### M4 wires

Drawn at 2 px/µm. Supply wires on this layer in gray. Cells faint in the background.
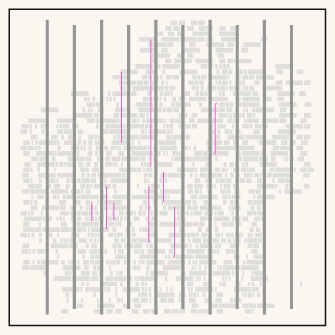
### Pin placement

Drawn at 2 px/µm. Pins as bars across the die edge, other pins in gray.
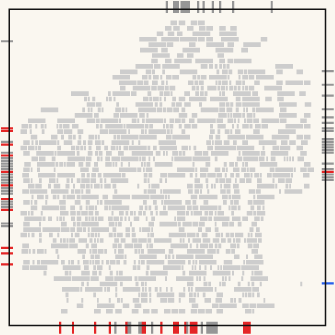
==> config.mk <==
export PLATFORM = sky130hd
export DESIGN_NAME = fpu_div_flat
export DESIGN_NICKNAME = d
export VERILOG_FILES = /design/src/rtl/fpu_div_if.sv /design/src/rtl/fpu_div.sv /design/src/flat_wrapper.sv
export SDC_FILE = /design/constraint.sdc
export NUM_CORES = 1
export LEC_CHECK = 0
export CAP_MARGIN = 40
export CORE_MARGIN = 5
export CORE_UTILIZATION = 40
export DETAILED_ROUTE_END_ITERATION = 6
export HOLD_SLACK_MARGIN = 0.03
export PLACE_DENSITY = 0.67
export RECOVER_POWER = 100
export SLEW_MARGIN = 20
export SYNTH_ARGS = -nofsm -noshare
export SYNTH_HDL_FRONTEND = slang
export SYNTH_SLANG_ARGS = --single-unit
==> constraint.sdc <==
create_clock -name i_clk -period 5.2 [get_ports i_clk]
set_input_delay 1.04 -clock i_clk [delete_from_list [all_inputs] [get_ports i_clk]]
set_output_delay 1.04 -clock i_clk [all_outputs]
set_load 0.03 [all_outputs]
==> src/rtl/fpu_div_if.sv <==
// Request/response bundle for the iterative single-precision divider.
// Master drives operands and the request strobe; slave returns the quotient.
interface fpu_div_if #(
  parameter int DATA_WIDTH = 32
);
  logic [DATA_WIDTH-1:0] i_data_a;
  logic [DATA_WIDTH-1:0] i_data_b;
  logic                  i_valid;
  logic                  o_ready;
  logic [DATA_WIDTH-1:0] o_data;
  logic                  o_valid;

  modport master (
    output i_data_a,
    output i_data_b,
    output i_valid,
    input  o_ready,
    input  o_data,
    input  o_valid
  );

  modport slave (
    input  i_data_a,
    input  i_data_b,
    input  i_valid,
    output o_ready,
    output o_data,
    output o_valid
  );
endinterface

==> src/rtl/fpu_div.sv <==
// Iterative IEEE-754 single divider: restoring shift-subtract, 27-cycle latency.
// Denormals flush to zero; round to nearest even; one operation in flight.
module fpu_div #(
  parameter int DATA_WIDTH = 32
) (
  input  logic     i_clk,
  input  logic     i_rst_n,
  fpu_div_if.slave bus
);

  typedef enum logic [1:0] {
    IDLE,
    DIV,
    ROUND
  } state_e;

  state_e                state_q, state_d;
  logic [4:0]            cnt_q, cnt_d;
  logic [24:0]           rem_q, rem_d;
  logic [25:0]           q_q, q_d;
  logic [23:0]           mb_q, mb_d;
  logic [7:0]            ea_q, ea_d;
  logic [7:0]            eb_q, eb_d;
  logic                  sign_q, sign_d;
  logic                  za_q, za_d;
  logic                  zb_q, zb_d;
  logic [DATA_WIDTH-1:0] data_q, data_d;
  logic                  valid_q, valid_d;

  logic [24:0] diff;
  logic [22:0] frac;
  logic        guard;
  logic        sticky;
  logic [9:0]  e_n;
  logic [23:0] frac_inc;
  logic [9:0]  e_r;
  logic [31:0] res;

  always_ff @(posedge i_clk or negedge i_rst_n) begin
    if (!i_rst_n) begin
      state_q <= IDLE;
      cnt_q   <= '0;
      rem_q   <= '0;
      q_q     <= '0;
      mb_q    <= '0;
      ea_q    <= '0;
      eb_q    <= '0;
      sign_q  <= 1'b0;
      za_q    <= 1'b0;
      zb_q    <= 1'b0;
      data_q  <= '0;
      valid_q <= 1'b0;
    end else begin
      state_q <= state_d;
      cnt_q   <= cnt_d;
      rem_q   <= rem_d;
      q_q     <= q_d;
      mb_q    <= mb_d;
      ea_q    <= ea_d;
      eb_q    <= eb_d;
      sign_q  <= sign_d;
      za_q    <= za_d;
      zb_q    <= zb_d;
      data_q  <= data_d;
      valid_q <= valid_d;
    end
  end

  // Normalise the 26-bit quotient, then round to nearest even
  always_comb begin
    sticky = |rem_q;
    if (q_q[25]) begin
      frac   = q_q[24:2];
      guard  = q_q[1];
      sticky = sticky | q_q[0];
      e_n    = {2'b00, ea_q} - {2'b00, eb_q} + 10'd127;
    end else begin
      frac   = q_q[23:1];
      guard  = q_q[0];
      e_n    = {2'b00, ea_q} - {2'b00, eb_q} + 10'd126;
    end
    frac_inc = {1'b0, frac}
             + {23'd0, guard & (sticky | frac[0])};
    e_r = e_n + {9'd0, frac_inc[23]};
    if (za_q) begin
      res = {sign_q, 31'd0};
    end else if (zb_q) begin
      res = {sign_q, 8'hFF, 23'd0};
    end else if ($signed(e_r) >= 10'sd255) begin
      res = {sign_q, 8'hFF, 23'd0};
    end else if ($signed(e_r) <= 10'sd0) begin
      res = {sign_q, 31'd0};
    end else begin
      res = {sign_q, e_r[7:0], frac_inc[22:0]};
    end
  end

  always_comb begin
    state_d = state_q;
    cnt_d   = cnt_q;
    rem_d   = rem_q;
    q_d     = q_q;
    mb_d    = mb_q;
    ea_d    = ea_q;
    eb_d    = eb_q;
    sign_d  = sign_q;
    za_d    = za_q;
    zb_d    = zb_q;
    data_d  = data_q;
    valid_d = 1'b0;
    diff    = rem_q - {1'b0, mb_q};
    unique case (state_q)
      IDLE: begin
        if (bus.i_valid) begin
          sign_d  = bus.i_data_a[31] ^ bus.i_data_b[31];
          ea_d    = bus.i_data_a[30:23];
          eb_d    = bus.i_data_b[30:23];
          za_d    = bus.i_data_a[30:23] == 8'd0;
          zb_d    = bus.i_data_b[30:23] == 8'd0;
          rem_d   = {2'b01, bus.i_data_a[22:0]};
          mb_d    = {1'b1, bus.i_data_b[22:0]};
          q_d     = '0;
          cnt_d   = '0;
          state_d = DIV;
        end
      end
      DIV: begin
        if (rem_q >= {1'b0, mb_q}) begin
          q_d   = {q_q[24:0], 1'b1};
          rem_d = {diff[23:0], 1'b0};
        end else begin
          q_d   = {q_q[24:0], 1'b0};
          rem_d = {rem_q[23:0], 1'b0};
        end
        cnt_d = cnt_q + 5'd1;
        if (cnt_q == 5'd25) begin
          state_d = ROUND;
        end
      end
      ROUND: begin
        data_d  = res;
        valid_d = 1'b1;
        cnt_d   = '0;
        state_d = IDLE;
      end
      default: begin
        state_d = IDLE;
      end
    endcase
  end

  assign bus.o_ready = (state_q == IDLE);
  assign bus.o_data  = data_q;
  assign bus.o_valid = valid_q;

endmodule

==> src/flat_wrapper.sv <==
// flat-port wrapper written by rule: the top's interface ports become plain ports
module fpu_div_flat 
#(
  parameter int DATA_WIDTH = 32
)
  (i_clk, i_rst_n, bus_i_data_a, bus_i_data_b, bus_i_valid, bus_o_ready, bus_o_data, bus_o_valid);
  fpu_div_if #(.DATA_WIDTH(DATA_WIDTH)) bus_i ();
  input  logic i_clk;
  input  logic i_rst_n;
  input wire logic [$bits(bus_i.i_data_a)-1:0] bus_i_data_a;
  input wire logic [$bits(bus_i.i_data_b)-1:0] bus_i_data_b;
  input wire logic [$bits(bus_i.i_valid)-1:0] bus_i_valid;
  output wire logic [$bits(bus_i.o_ready)-1:0] bus_o_ready;
  output wire logic [$bits(bus_i.o_data)-1:0] bus_o_data;
  output wire logic [$bits(bus_i.o_valid)-1:0] bus_o_valid;
  assign bus_i.i_data_a = bus_i_data_a;
  assign bus_i.i_data_b = bus_i_data_b;
  assign bus_i.i_valid = bus_i_valid;
  assign bus_o_ready = bus_i.o_ready;
  assign bus_o_data = bus_i.o_data;
  assign bus_o_valid = bus_i.o_valid;
  fpu_div #(.DATA_WIDTH(DATA_WIDTH)) u_core (.i_clk(i_clk), .i_rst_n(i_rst_n), .bus(bus_i));
endmodule
==> flow_summary.ini <==
; physical design summary
[clocking]
cts_made_buffers = 17
cts_root_buf = clkbuf_16
clk_path_buf_depth = 2
clock-sinks = 134

[final_timing]
worstMarginPinSlew_ps = 2470
clock_skew_ps = 9.64
setup_slack_ps = 488
fin_setup_tns_ps = 0
finalSetupViolCount = 0
hold_ws_ps = 456
timing.final.crit_share_pct = 90.6
slew_viol_final = 165
rsz0062_at_grt = no

[synthesis]
top_area_cell = dfrtp_1
synth_cell_types = 79
async_flop_share_pct = 100
ff_type = dfrtp_1
syn_inst = 988
yosysMostFrequentCell = dfrtp_1
yosysWarnings = 0
syn_area_um2 = 8690
edf_count = 0

[finish]
stdcell_count = 1352
num-fill-cells = 2076

[placed_design]
dpl.cell_count = 1318
routabilityCongestion = 0.874
dpl_cell_area_um2 = 9910
preCtsSetupSlack_ps = 166

[route]
dr_wl_met2_um = 10600
routed_wirelength_um = 22000
drtIter0Drc = 423
ant_nets = 0

[die]
num_rows = 54
die_area_um2 = 24800

[power]
power_switching_share_pct = 46.8
top_power_group = combinational cells

[critical_path]
cp-end-kind = flop

[outcome]
violations = capacitance limit, slew limit
status = finished, violations left

[worst_hold_path]
hold_end = u_core.mb_q[23]

[run]
drv_cap = 3
warning_count = 28

[global_routing]
grtUsageMet2_pct = 30.4
Back to the opening pictures, 'M4 wires':
main direction	vertical
longest straight run	63.2 µm
nets with wire on the layer	4
wire length on this layer	231 µm

Back to the opening pictures, 'Pin placement':
port	color	pins	direction	edge
bus_i_data_b	red	32	input	20 bottom, 11 left, 1 right
i_rst_n	blue	1	input	right
all pins by edge	34 bottom, 31 left, 21 right, 15 top
I/O Buffers: 100
chip width: 157 µm

## logic make-up after synthesis
family,after synthesis,synth area share (%)
compound gates,286,23.0
xor+xnor,63,6.51
fa+ha+maj,41,5.99
buf+inv,120,5.50
flops,134,38.6
mux,17,1.99
simple gates,327,18.5
## worst max-delay path, cell delays in order, from the launching register on
cell and delay, ps:
dfrtp_2 500, nand2b_1 210, a21o_1 210, nor4_2 320, nand3_1 180, nor3_1 340, and2_1 310, nor3b_2 270
and3_1 220, ha_1 180, ha_1 220, nand3_1 110, xnor2_1 320, nor4_1 110, o211ai_1 170, a21oi_1 120
nor3_1 420, buf_8 240, a32o_1 180
## cells in the final DEF, fill, tap and decap left out, types with 13 or more instances in the layout
| cell type | Yosys | final |
|---|---|---|
| nor2b_1 | 14 | 14 |
| clkdlybuf4s50_1 | 0 | 64 |
| nor2_1 | 66 | 65 |
| o22ai_1 | 17 | 17 |
| nand2_1 | 121 | 121 |
| nand3_1 | 24 | 24 |
| nor3_1 | 14 | 14 |
| dfrtp_1 | 134 | 133 |
| a21o_1 | 15 | 15 |
| a32o_1 | 22 | 22 |
| o21ai_0 | 62 | 62 |
| ha_1 | 40 | 40 |
| mux2i_1 | 15 | 15 |
| xor2_1 | 27 | 27 |
| a22o_1 | 23 | 23 |
| xnor2_1 | 35 | 35 |
| nor4_1 | 13 | 13 |
| dlygate4sd3_1 | 0 | 35 |
| clkbuf_16 | 0 | 17 |
| a21oi_1 | 68 | 69 |
| inv_1 | 57 | 57 |
| and3_1 | 15 | 15 |
## final cells by class
cell class	count	area share [%]
Inverter	57	2.05
Clock buffer	19	4.24
Sequential cell	134	32.1
Tap cell	280	3.35
Clock inverter	13	1.39
Timing Repair Buffer	115	10.4
Multi-Input combinational cell	734	46.5
